===== config.mk =====
export PLATFORM = sky130hd
export DESIGN_NAME = ac_arb_mux
export DESIGN_NICKNAME = d
export VERILOG_FILES = /design/src/rtl/ac_arb_mux.sv
export SDC_FILE = /design/constraint.sdc
export NUM_CORES = 1
export LEC_CHECK = 0
export CORE_MARGIN = 10
export CORE_UTILIZATION = 41
export DETAILED_ROUTE_END_ITERATION = 16
export MAX_ROUTING_LAYER = met4
export PLACE_DENSITY = 0.81
export SKIP_CTS_REPAIR_TIMING = 1
export SLEW_MARGIN = 20
export SYNTH_ARGS = -nofsm -noshare
export SYNTH_HDL_FRONTEND = slang
export SYNTH_SLANG_ARGS = --single-unit

===== constraint.sdc =====
create_clock -name clk -period 4 [get_ports clk]
set_input_delay 1.2 -clock clk [delete_from_list [all_inputs] [get_ports clk]]
set_output_delay 1.2 -clock clk [all_outputs]
set_load 0.05 [all_outputs]

===== src/rtl/ac_arb_mux.sv =====
// N-channel arbitrated selector feeding the SMAC accumulator register.
// Fixed-priority, round-robin or forced grant into one bubble-free output stage.
module ac_arb_mux #(
  parameter  int M  = 16,
  parameter  int Pa = 8,
  parameter  int N  = 4,
  localparam int W  = $clog2(M) + Pa + 1,
  localparam int S  = $clog2(N)
) (
  input  logic           clk,
  input  logic           rst_n,
  input  logic [N*W-1:0] in_data,
  input  logic [N-1:0]   in_valid,
  output logic [N-1:0]   in_ready,
  input  logic           mode,
  input  logic           force_en,
  input  logic [S-1:0]   force_sel,
  output logic [W-1:0]   out_data,
  output logic [S-1:0]   out_ch,
  output logic           out_valid,
  input  logic           out_ready
);

  logic [W-1:0] data_q, data_d;
  logic [S-1:0] ch_q, ch_d;
  logic         valid_q, valid_d;
  logic [S-1:0] ptr_q, ptr_d;

  logic [N-1:0] grant_s;
  logic         any_grant_s;
  logic [S-1:0] gnt_idx_s;
  logic [W-1:0] gnt_data_s;
  logic         load_s;

  assign load_s = !valid_q || out_ready;

  // Grant selection; round-robin scans ptr..N-1 first, then 0..ptr-1.
  always_comb begin
    grant_s     = '0;
    any_grant_s = 1'b0;
    gnt_idx_s   = '0;
    gnt_data_s  = '0;
    if (force_en) begin
      for (int i = 0; i < N; i++) begin
        if ((S'(i) == force_sel) && in_valid[i]) begin
          grant_s[i]  = 1'b1;
          any_grant_s = 1'b1;
          gnt_idx_s   = S'(i);
          gnt_data_s  = in_data[i*W +: W];
        end else begin
          grant_s[i] = 1'b0;
        end
      end
    end else if (!mode) begin
      for (int i = 0; i < N; i++) begin
        if (!any_grant_s && in_valid[i]) begin
          grant_s[i]  = 1'b1;
          any_grant_s = 1'b1;
          gnt_idx_s   = S'(i);
          gnt_data_s  = in_data[i*W +: W];
        end else begin
          grant_s[i] = 1'b0;
        end
      end
    end else begin
      for (int i = 0; i < N; i++) begin
        if (!any_grant_s && in_valid[i] && (S'(i) >= ptr_q)) begin
          grant_s[i]  = 1'b1;
          any_grant_s = 1'b1;
          gnt_idx_s   = S'(i);
          gnt_data_s  = in_data[i*W +: W];
        end else begin
          grant_s[i] = 1'b0;
        end
      end
      for (int i = 0; i < N; i++) begin
        if (!any_grant_s && in_valid[i] && (S'(i) < ptr_q)) begin
          grant_s[i]  = 1'b1;
          any_grant_s = 1'b1;
          gnt_idx_s   = S'(i);
          gnt_data_s  = in_data[i*W +: W];
        end else begin
          grant_s[i] = grant_s[i];
        end
      end
    end
  end

  // Reset gates ready so nothing is accepted while the register is being cleared.
  always_comb begin
    if (rst_n && load_s) begin
      in_ready = grant_s;
    end else begin
      in_ready = '0;
    end
  end

  // Output register and pointer next-state.
  always_comb begin
    data_d  = data_q;
    ch_d    = ch_q;
    valid_d = valid_q;
    ptr_d   = ptr_q;
    if (load_s) begin
      if (any_grant_s) begin
        data_d  = gnt_data_s;
        ch_d    = gnt_idx_s;
        valid_d = 1'b1;
        if (mode && !force_en) begin
          if (int'(gnt_idx_s) == N - 1) begin
            ptr_d = '0;
          end else begin
            ptr_d = gnt_idx_s + S'(1);
          end
        end else begin
          ptr_d = ptr_q;
        end
      end else begin
        valid_d = 1'b0;
      end
    end else begin
      valid_d = valid_q;
    end
  end

  // State registers.
  always_ff @(posedge clk or negedge rst_n) begin
    if (!rst_n) begin
      data_q  <= '0;
      ch_q    <= '0;
      valid_q <= 1'b0;
      ptr_q   <= '0;
    end else begin
      data_q  <= data_d;
      ch_q    <= ch_d;
      valid_q <= valid_d;
      ptr_q   <= ptr_d;
    end
  end

  assign out_data  = data_q;
  assign out_ch    = ch_q;
  assign out_valid = valid_q;

endmodule


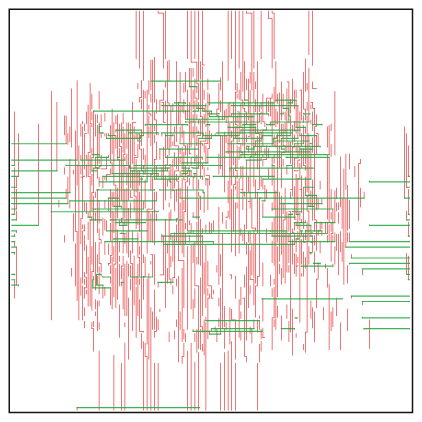
metal_stack.png
Drawn at 4 px/um. Only two layers are drawn.
Key: met3 = green [wire length 1440 um]; met2 = red [wire length 5740 um]
final WL: 12.4 mm
via count: 3782
WL/cell: 23.0 um
gr usage total: 24.7%

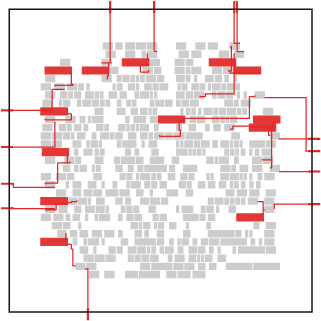
port_nets.png
Drawn at 3 px/um.
Key: `out_data` = red [bits 13, direction output, end cells 13, buffers 13, wire 450 um]

==> results.toml <==
# generated from flow reports
[outcome]
status = "finished, final reports clean"

[yosys]
synthXorXnorAreaFrac_pct = 0
simple_gate_area_share_pct = 23.1
ys_seq_share_pct = 17.0
postSynth.asyncResetShare_pct = 100
yosys_warnings = 0
ys_sh_adder_pct = 0
ys_cells = 372
syn_inst = 372
top_area_cell = "dfrtp_1"
yosysUniqueCellTypes = 50
synth.avg_cell_area_um2 = 7.13
ys_chip_area_um2 = 2650
numSynthFlops = 18
synthTopCellsByCount = "nand2_1 (47), a21oi_1 (43), clkbuf_1 (23), a22oi_1 (22), o21ai_0 (20)"
top_cell = "nand2_1"
fp_nets = 435
yosys.area_share.aoi_pct = 48.7
logic_family = "AND-OR/OR-AND gates"
edf_count = 0
topCellsByArea = "dfrtp_1 (17%), a21oi_1 (8.1%), nand2_1 (6.7%), a22oi_1 (6.2%), a32oi_1 (4.6%)"
syn_area_um2 = 2650
flop_cell = "dfrtp_1"
synth_top_area_share_pct = 17.0
ys_sh_mux_pct = 2.78

[finish]
logic_area_um2 = 2010
seq_area_um2 = 450
nNetsFinal = 525
n_antenna_cell = 0
n_fill_cell = 594
area_delta_synth_final_pct = 44.3
drive_gt1_share_pct = 14.1
final_core_util_pct = 60.6

[critical_path]
crit_type = "primary input to output pin"
endpoint_kind = "output pin"
cp_max_fo = 9
cp.depth = 8
r2r_cells = 6
worstPathRequired_ps = 2800
cpLargestDelayFamily = "buffers and inverters"
cp-start-kind = "primary input"
critPathMaxStageDelay_ps = 480
path_buffers = 4
cp_cell_sequence = "clkdlybuf4s50_1, buf_4, inv_1, nor4_4, mux2i_1, o22a_1, nor2_2, buf_12"
cp_slowest_cell = "clkdlybuf4s50_1"
worst_ep_arrival_time_ps = 2770

[floorplan]
ios = 83
fp_util_pct = 42.0
die_x_um = 100
dieArea_um2 = 10100
dieHeight_um = 100
rows = 29
coreArea_um2 = 6310

[sta]
max_slew_margin_pct = 30.4
setup_tns_ps = 0
hold_viol = 0
skew_ps = 3.16
rsz0062_at_grt = "yes"
min_period_ps = 3970
worst_pin_slew_ps = 1040
fin_ws_ps = 34.3
max_freq_mhz = 252
period_used_pct = 99.1
final_max_slew_viol_count = 0
setup_viol = 0

[grt]
grt_pass1_wl_mm = 19.8
grt_pass1_vias = 3743
grt-ovfl-total = 0
grt_max_degree = 24
antenna_found_initial = 0

[detailed_routing]
drt_first_pass_iters = 5
vias_per_cell = 7.03
drc = 0
drtIter0Drc = 477
drtAntennaViolNets = 0

[power]
p_switching_mw = 0.565
p_seq_share_pct = 22.9
pwr-share-comb_pct = 63.2
ir_worst_vdd_mv = 0.187
pwr_density_cell_nw_per_um2 = 308
swShare_pct = 48.0
p_leak_nw = 1.45
clkPwrFrac_pct = 13.8
p_int_mw = 0.612

[cts]
numCtsBuffers = 3
cts_root_buf = "clkbuf_8"
cts_tree = "done"
clkTransAtPathRegs_ps = 80
clockBufferDepth = 2
h-tree-depth = 1
cts_sinks = 18
clkLatencyLatePin_ps = 260

[hold_path]
hold_path_class = "flip-flop to flip-flop"
hold_depth = 2

[placement]
dp.final_hpwl_mm = 8.95
io_buffers = 82
globalplace.congestion = 0.957
dp_slack_ps = -93.7

[run]
tool_warnings = 28
drv_cap = 0
==> path summary, 6_finish.rpt <==
| check | slack [ps] | start | end |
|---|---|---|---|
| setup reg to reg | 1270 | ptr_q[1] | out_data[7] |
| hold reg to reg | 490 | out_ch[0] | out_ch[0] |
| hold / removal | 490 | out_ch[0] | out_ch[0] |
| max in group asynchronous | 2440 | rst_n | out_data[11] |
| min in group asynchronous | 1360 | rst_n | ptr_q[1] |
| setup / recovery | 30 | in_valid[3] | in_ready[3] |
==> sequential cells by signal, indices dropped and copies added, names as in the netlist <==
register   flops
out_ch         2
out_data      13
out_valid      1
ptr_q          2
==> area by class of cell <==
type	count	area share (%)
inverters	10	0.981
flip-flops and latches	18	11.8
repair buffers	124	30.8
clock buffers	4	1.44
well taps	77	2.52
multi-input cells	305	52.5
==> metal layers <==
layer  share of wire, %  global-route usage [%]  up-vias  wire (um)
met5                  0                       -        -          0
met4                3.2                    9.24        0        391
met3                 12                    6.25       58       1440
met2                 46                    37.4      312       5740
met1                 39                    30.8     1740       4780
li1                   -                       -     1672          -
==> cells in the final DEF, fill, tap and decap left out, types with 2 or more instances in the layout <==
cell / synthesis / layout
clkdlybuf4s50_1: 0 / 75
nand2_1: 47 / 47
a21oi_1: 43 / 42
buf_4: 0 / 41
a22oi_1: 22 / 22
o21ai_0: 20 / 20
nand3_1: 18 / 18
dfrtp_1: 18 / 18
a32oi_1: 14 / 14
nor2_1: 13 / 12
o22ai_1: 11 / 11
o221ai_1: 11 / 11
a221o_1: 11 / 11
inv_1: 10 / 10
a211oi_1: 10 / 10
nor2b_1: 10 / 9
and4_1: 9 / 9
o211ai_1: 9 / 9
a221oi_1: 9 / 8
nand2b_1: 6 / 6
mux2i_1: 4 / 4
clkbuf_8: 0 / 4
and2_1: 3 / 3
o22a_1: 3 / 3
mux2_2: 3 / 3
a2111oi_0: 3 / 3
dlymetal6s2s_1: 0 / 3
buf_12: 0 / 3
nand4_1: 2 / 2
nor3_1: 2 / 2
o32ai_1: 2 / 2
a32o_1: 2 / 2
buf_6: 4 / 2
==> worst register-to-register path, cell delays in order (launching register included) <==
cell       delay (ps)
dfrtp_1           710
buf_4             300
nor2b_1           150
o311a_1           650
a221oi_1          220
a2111oi_0         460
o22a_1            180
==> stage by stage <==
stage | hold WS, ps | power (mW) | cells | area, um^2
2_1_floorplan | 640 | 0.701 | 372 | 2660
3_3_place_gp | 461 | 0.991 | 533 | 3730
3_5_place_dp | 477 | 0.998 | 533 | 3730
4_1_cts | 495 | 1.17 | 537 | 3780
5_1_grt | 525 | 1.24 | 538 | 3820
6_report | 489 | 1.18 | 538 | 3820
==> power groups by stage <==
stage	clock network (mW)	logic (mW)	registers [mW]
2_1_floorplan	0	0.317	0.384
3_3_place_gp	0	0.721	0.270
3_5_place_dp	0	0.727	0.271
4_1_cts	0.169	0.730	0.268
5_1_grt	0.173	0.792	0.274
6_report	0.163	0.744	0.270
==> cell families after synthesis <==
logic type	count (synthesis)
AOI/OAI and AO/OA	179
DFF	18
muxes	7
buffers and inverters	49
and+or+nand+nor	119
Power is estimated from default activity; no workload was simulated.
